### config.mk
export PLATFORM = sky130hd
export DESIGN_NAME = ula_seq
export DESIGN_NICKNAME = d
export VERILOG_FILES = /design/src/rtl/ula_seq.sv
export SDC_FILE = /design/constraint.sdc
export NUM_CORES = 1
export LEC_CHECK = 0
export CAP_MARGIN = 0
export CORE_MARGIN = 10
export CORE_UTILIZATION = 44
export DETAILED_ROUTE_END_ITERATION = 10
export PLACE_DENSITY = 0.68
export SLEW_MARGIN = 10
export SYNTH_ARGS = -nofsm -noshare
export SYNTH_HDL_FRONTEND = slang
export SYNTH_SLANG_ARGS = --single-unit
export TNS_END_PERCENT = 100
### constraint.sdc
create_clock -name Clock -period 3.23 [get_ports Clock]
set_clock_uncertainty 0.2 [all_clocks]
set_input_delay 0.646 -clock Clock [delete_from_list [all_inputs] [get_ports Clock]]
set_output_delay 0.646 -clock Clock [all_outputs]
set_load 0.02 [all_outputs]
### src/rtl/ula_seq.sv
// Multi-cycle ALU: one-cycle ADD/SUB/SLT/CMP, bit-serial MUL/DIV behind Start/Busy/Done.
// Define ULA_DIV_EN to build the restoring divider; otherwise op 101 is treated as reserved.
module ula_seq #(
    parameter int WIDTH = 16,
    parameter int CNT_W = $clog2(WIDTH) + 1
) (
    input  logic             Clock,
    input  logic             Reset,
    input  logic             Start,
    input  logic [2:0]       Operacao,
    input  logic [WIDTH-1:0] A,
    input  logic [WIDTH-1:0] BusWires,
    output logic [WIDTH-1:0] Q,
    output logic [WIDTH-1:0] QHi,
    output logic             Busy,
    output logic             Done,
    output logic             Zero,
    output logic             Err,
    output logic [1:0]       state_dbg
);

    typedef enum logic [1:0] {S_IDLE = 2'd0, S_MUL = 2'd1, S_DIV = 2'd2} state_t;

    // Handshake: Start is sampled only in IDLE; Done pulses one cycle with Q/QHi/Zero/Err
    // valid in that same cycle; Busy is high only while an iterative op is running.
    state_t state, state_n;

    logic [WIDTH-1:0] acc_hi, acc_lo, opb;
    logic [CNT_W-1:0] cnt;
    logic [WIDTH:0]   mul_sum;
    logic [WIDTH-1:0] it_hi, it_lo;
    logic [WIDTH-1:0] sc_q, sc_qhi;
    logic             sc_err;
    logic             is_iter;
    logic             last_step;
`ifdef ULA_DIV_EN
    logic [WIDTH:0]   div_sh, div_diff;
    logic             div_fit;
`endif

    assign last_step = (cnt == CNT_W'(1));

    always_comb begin
        is_iter = (Operacao == 3'b100);
`ifdef ULA_DIV_EN
        if (Operacao == 3'b101 && BusWires != '0) is_iter = 1'b1;
`endif
    end

    always_comb begin
        sc_q   = '0;
        sc_qhi = '0;
        sc_err = 1'b0;
        case (Operacao)
            3'b000: sc_q = A + BusWires;
            3'b001: sc_q = A - BusWires;
            3'b010: sc_q[0] = (A < BusWires);
            3'b011: sc_q[0] = (A == BusWires);
`ifdef ULA_DIV_EN
            // Only reached with a zero divisor; non-zero divisors go iterative.
            3'b101: begin
                sc_q   = '1;
                sc_qhi = A;
                sc_err = 1'b1;
            end
`endif
            default: sc_err = 1'b1;
        endcase
    end

    // acc_hi:acc_lo is the partial product (MUL) or remainder:quotient-shifter (DIV).
    always_comb begin
        mul_sum = {1'b0, acc_hi} + (acc_lo[0] ? {1'b0, opb} : '0);
        it_hi   = mul_sum[WIDTH:1];
        it_lo   = {mul_sum[0], acc_lo[WIDTH-1:1]};
`ifdef ULA_DIV_EN
        div_sh   = {acc_hi, acc_lo[WIDTH-1]};
        div_fit  = (div_sh >= {1'b0, opb});
        div_diff = div_sh - {1'b0, opb};
        if (state == S_DIV) begin
            it_hi = div_fit ? div_diff[WIDTH-1:0] : div_sh[WIDTH-1:0];
            it_lo = {acc_lo[WIDTH-2:0], div_fit};
        end
`endif
    end

    always_ff @(posedge Clock or posedge Reset) begin
        if (Reset) state <= S_IDLE;
        else       state <= state_n;
    end

    always_comb begin
        state_n = state;
        case (state)
            S_IDLE:       if (Start && is_iter) state_n = (Operacao == 3'b100) ? S_MUL : S_DIV;
            S_MUL, S_DIV: if (last_step) state_n = S_IDLE;
            default:      state_n = S_IDLE;
        endcase
    end

    always_comb begin
        Busy      = (state != S_IDLE);
        state_dbg = state;
    end

    always_ff @(posedge Clock or posedge Reset) begin
        if (Reset) begin
            acc_hi <= '0;
            acc_lo <= '0;
            opb    <= '0;
            cnt    <= '0;
            Q      <= '0;
            QHi    <= '0;
            Done   <= 1'b0;
            Zero   <= 1'b0;
            Err    <= 1'b0;
        end else begin
            Done <= 1'b0;
            if (state == S_IDLE) begin
                if (Start) begin
                    if (is_iter) begin
                        acc_hi <= '0;
                        acc_lo <= A;
                        opb    <= BusWires;
                        cnt    <= CNT_W'(WIDTH);
                    end else begin
                        Q    <= sc_q;
                        QHi  <= sc_qhi;
                        Err  <= sc_err;
                        Zero <= (sc_q == '0);
                        Done <= 1'b1;
                    end
                end
            end else begin
                acc_hi <= it_hi;
                acc_lo <= it_lo;
                cnt    <= cnt - CNT_W'(1);
                if (last_step) begin
                    Q    <= it_lo;
                    QHi  <= it_hi;
                    Err  <= 1'b0;
                    Zero <= (it_lo == '0);
                    Done <= 1'b1;
                end
            end
        end
    end

endmodule

Fig. 1: run 1, layout detail
Region (91, 91) to (116, 116) um. Cells in gray, sequential cells in the stronger gray; small squares are vias.
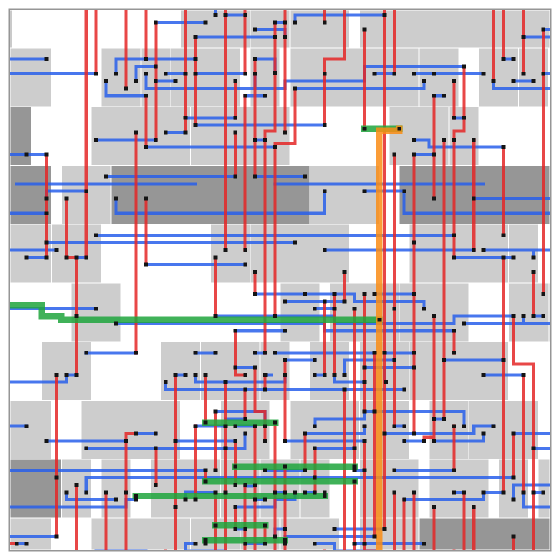
- blue: metal 1
- red: metal 2
- orange: metal 4
- green: metal 3
- netlist names of flops here include: acc_hi (2), QHi (1)
- sequential cells in the window: 3
- cells with their middle in the window: 62
- most frequent: nand2_1 (10), and2_1 (7), ha_1 (7)

Fig. 2: run 1, M1 wires
(2 px per um)
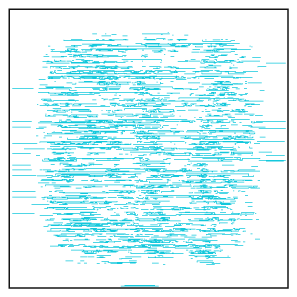
- share of all routed wire: 46%
- longest straight run: 44.4 um
- main direction: horizontal
- wire length on this layer: 8770 um
- nets with wire on the layer: 953
Vias: 6085
DRT Wirelength: 19300 um
met1 usage: 25.3%

==> reports/metrics.csv, run 1 <==
metric,value,unit
status,"complete, no violations",
core,13800,um^2
sh_seq_area,25.7,%
busiest_layer,met2,
cts_buffer_depth,2,
clock-sinks,90,
grt_pass1_vias,6190,
logic_gate_count,572,
nClkBuffers,10,
finalSetupTns,0,ns
drive_above_1_share,26.0,%
n_all_inverters,40,
vias_per_cell,5.42,
edf_count,0,
cts_tree,built,
rsz0062_at_grt,true,
comb_power_share,50.4,%
buf_share,21.3,%
intPower,0.00360,W
die_w,139,um
dp_cells,1097,
worst_pin_slew,0.670,ns
ys_cells,743,
fa_ha_area_share,11.1,%
post-cts-setup-buffers,5,
grt_max_degree,49,
path_class,in2reg,
taps,180,
switchingPower,0.00240,W
topCellsByArea,"dfrtp_1 36%, ha_1 10%, nand2_1 7.5%",
antenna_found_initial,0,
simple_gate_share,20.2,%
synthTopCellsByCount,"123 x nand2_1, 90 x dfrtp_1, 56 x o21ai_0, 52 x a21oi_1, 50 x ha_1",
biggestCellCategory,logic gates,
hold_buffers,0,
h-tree-depth,3,
synth.avg_cell_area,8.33,um^2
start_kind,input port,
netlist.top_cell.by_area,dfrtp_1,
cap_violations,0,
comb-power,0.00303,W
grt_use_met2,32.8,%
wl_met2,9300,um
warnings,43,
ys_area,6190,um^2
nFlopsAndLatches,90,
grt_remaining_overflow,0,
place_hpwl,15200,um
logic_family,AND-OR/OR-AND gates,
critical_path.startpoint,BusWires[13],
r2r-end,acc_hi[15],
io_pins,76,
slew_violations,0,
slowest_delay,0.52,ns
seqCellArea,2250,um^2
placed_area,8070,um^2
dr.pass1.iters,4,
row_count,43,
die_y,139,um
p_clk,0.00107,W
wl_per_cell,17.2,um
r2r_start,opb[0],
finalCritPeriodShare,98.3,%
fp-utilization,44.7,%
pre_cts_slack,-0.887,ns
cpMaxStageDelayCell,or4b_1,
synth.distinct_cells,63,
finalInstanceArea,8770,um^2
ys.flops,90,
whs,0.268,ns
path_cells,"clkdlybuf4s50_1, inv_1, ha_1, nand2_1, or3_4, o2111ai_2, o221ai_2, xnor2_1, nor2_1, or4b_1, o21ai_1",
syn_inst,743,
postSynthSeqShare,36.4,%
met1_length,8770,um
synth_top_area_share,36.4,%
synthArstFlopShare,100,%
compound_area_share,21.8,%
power_density,685,nW/um^2
final_cell_mix,"147 x buf_4, 123 x nand2_1, 90 x dfrtp_1, 54 x o21ai_0, 51 x clkdlybuf4s50_1",
required,3.30,ns
n_fill_cell,1168,
gp_congestion,0.857,
synth.area.mux_share,1.82,%
maxSlewHeadroom,55.3,%
drcViolationCount,0,
synth-main-ff-cell,dfrtp_1,
hold_end,QHi[7],
power_leader,combinational cells,
clock_area_share,3.48,%
io_buffers,75,
Fig. 3: run 1, gate families picked out
(2 px per um)
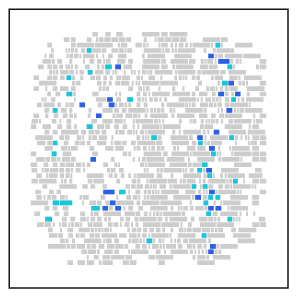
- blue: XOR/XNOR gates (cells 26)
- cyan: AND-OR and OR-AND gates (cells 36)
combinational share of cell area: 45.2%
non-filler instance count after layout: 1122

Fig. 4: run 1, track usage over the die
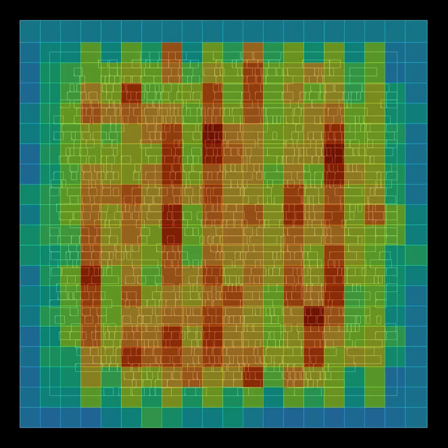

==> inputs of run 2 (changes only) <==
--- a/config.mk
+++ b/config.mk
@@ -6,7 +6,7 @@
 export NUM_CORES = 1
 export LEC_CHECK = 0
 export CAP_MARGIN = 0
-export CORE_MARGIN = 10
+export CORE_MARGIN = 3
 export CORE_UTILIZATION = 44
 export DETAILED_ROUTE_END_ITERATION = 10
 export PLACE_DENSITY = 0.68
Fig. 5: run 2, track usage over the die
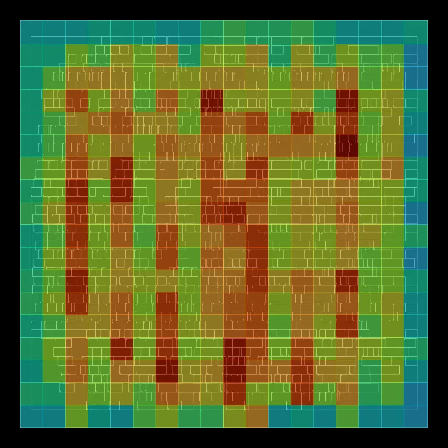
met3 Use GR: 2.96%
gr busiest metal: met2

==> run 2 against run 1 <==
Effect of this change:
- global-route usage increased by 5.3 points
- fmax decreased by 1.2%
- cell area increased by 0.66%
- flip-flop count unchanged
- worst hold slack got worse by 0.0027 ns
- clock power decreased by about 10%
- wire length decreased by 1.2%
- die area decreased by 19%
- critical path type unchanged
- largest cell class unchanged
==> reports/metrics.csv, run 2 <==
metric,value,unit,change
compound_area_share,21.8,%,unchanged
syn_inst,743,,unchanged
p_clk,0.000958,W,-10%
cpMaxStageDelayCell,or4b_1,,
logic_family,AND-OR/OR-AND gates,,
slowest_delay,0.53,ns,about the same
fin_cells,1129,,+0.62%
synth_top_area_share,36.4,%,unchanged
post-cts-setup-buffers,9,,+4
n_fill_cell,1114,,-4.6%
drcViolationCount,0,,unchanged
grt_max_degree,91,,+86%
ys_area,6190,um^2,unchanged
comb_power_share,50.9,%,+0.5 points
nFlopsAndLatches,90,,unchanged
maxSlewHeadroom,66.9,%,+12 points
cts_tree,built,,
warnings,43,,unchanged
cts_buffer_depth,2,,unchanged
path_class,in2reg,,
logic_gate_count,572,,unchanged
hold_buffers,0,,unchanged
edf_count,0,,unchanged
grt_pass1_vias,6226,,+0.58%
ys.flops,90,,unchanged
die_w,125,um,-10%
synth-main-ff-cell,dfrtp_1,,
gp_congestion,0.934,,+8.9%
start_kind,input port,,
row_count,42,,-2.3%
critical_path.startpoint,A[4],,
netlist.top_cell.by_area,dfrtp_1,,
place_hpwl,15000,um,-1.3%
comb_share,45.1,%,-0.082 points
rsz0062_at_grt,true,,
cap_violations,0,,unchanged
n_all_inverters,40,,unchanged
dr.pass1.iters,4,,unchanged
sh_seq_area,25.5,%,-0.17 points
grt_use_met2,41.3,%,+8.5 points
drive_above_1_share,27.0,%,+0.96 points
pre_cts_slack,-0.869,ns,+0.0183 ns
power_density,667,nW/um^2,-2.5%
synth.area.mux_share,1.82,%,unchanged
placed_area,8150,um^2,+0.96%
synth.avg_cell_area,8.33,um^2,unchanged
dp_cells,1104,,+0.64%
nClkBuffers,10,,unchanged
vias_per_cell,5.48,,+1.1%
postSynthSeqShare,36.4,%,unchanged
clock_area_share,3.09,%,-0.39 points
antenna_found_initial,0,,unchanged
intPower,0.00349,W,-2.9%
die_y,125,um,-10%
topCellsByArea,"dfrtp_1 36%, ha_1 10%, nand2_1 7.5%",,
taps,176,,-2.2%
switchingPower,0.00240,W,-0.37%
io_buffers,75,,unchanged
ys_cells,743,,unchanged
simple_gate_share,20.2,%,unchanged
comb-power,0.00300,W,about the same
finalCritPeriodShare,99.5,%,+1.2 points
finalInstanceArea,8820,um^2,+0.66%
h-tree-depth,3,,unchanged
status,"complete, no violations",,
r2r-end,QHi[11],,
wl_per_cell,16.9,um,-1.8%
synthArstFlopShare,100,%,unchanged
synthTopCellsByCount,"123 x nand2_1, 90 x dfrtp_1, 56 x o21ai_0, 52 x a21oi_1, 50 x ha_1",,
hold_end,QHi[9],,
final_cell_mix,"158 x buf_4, 123 x nand2_1, 90 x dfrtp_1, 51 x clkdlybuf4s50_1, 50 x o21ai_0",,
io_pins,76,,unchanged
wl_met2,9270,um,-0.29%
clock-sinks,90,,unchanged
finalSetupTns,0,ns,unchanged
fp-utilization,45.8,%,+1.1 points
biggestCellCategory,logic gates,,
Fig. 6: run 2, M1 wires
(2 px per um)
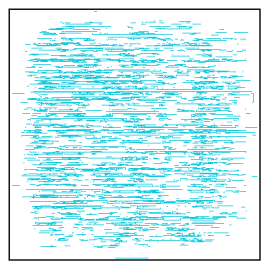
met1 usage: 33.8%
DRT Wirelength: 19000 um
Vias: 6192

Power is estimated from default activity; no workload was simulated.
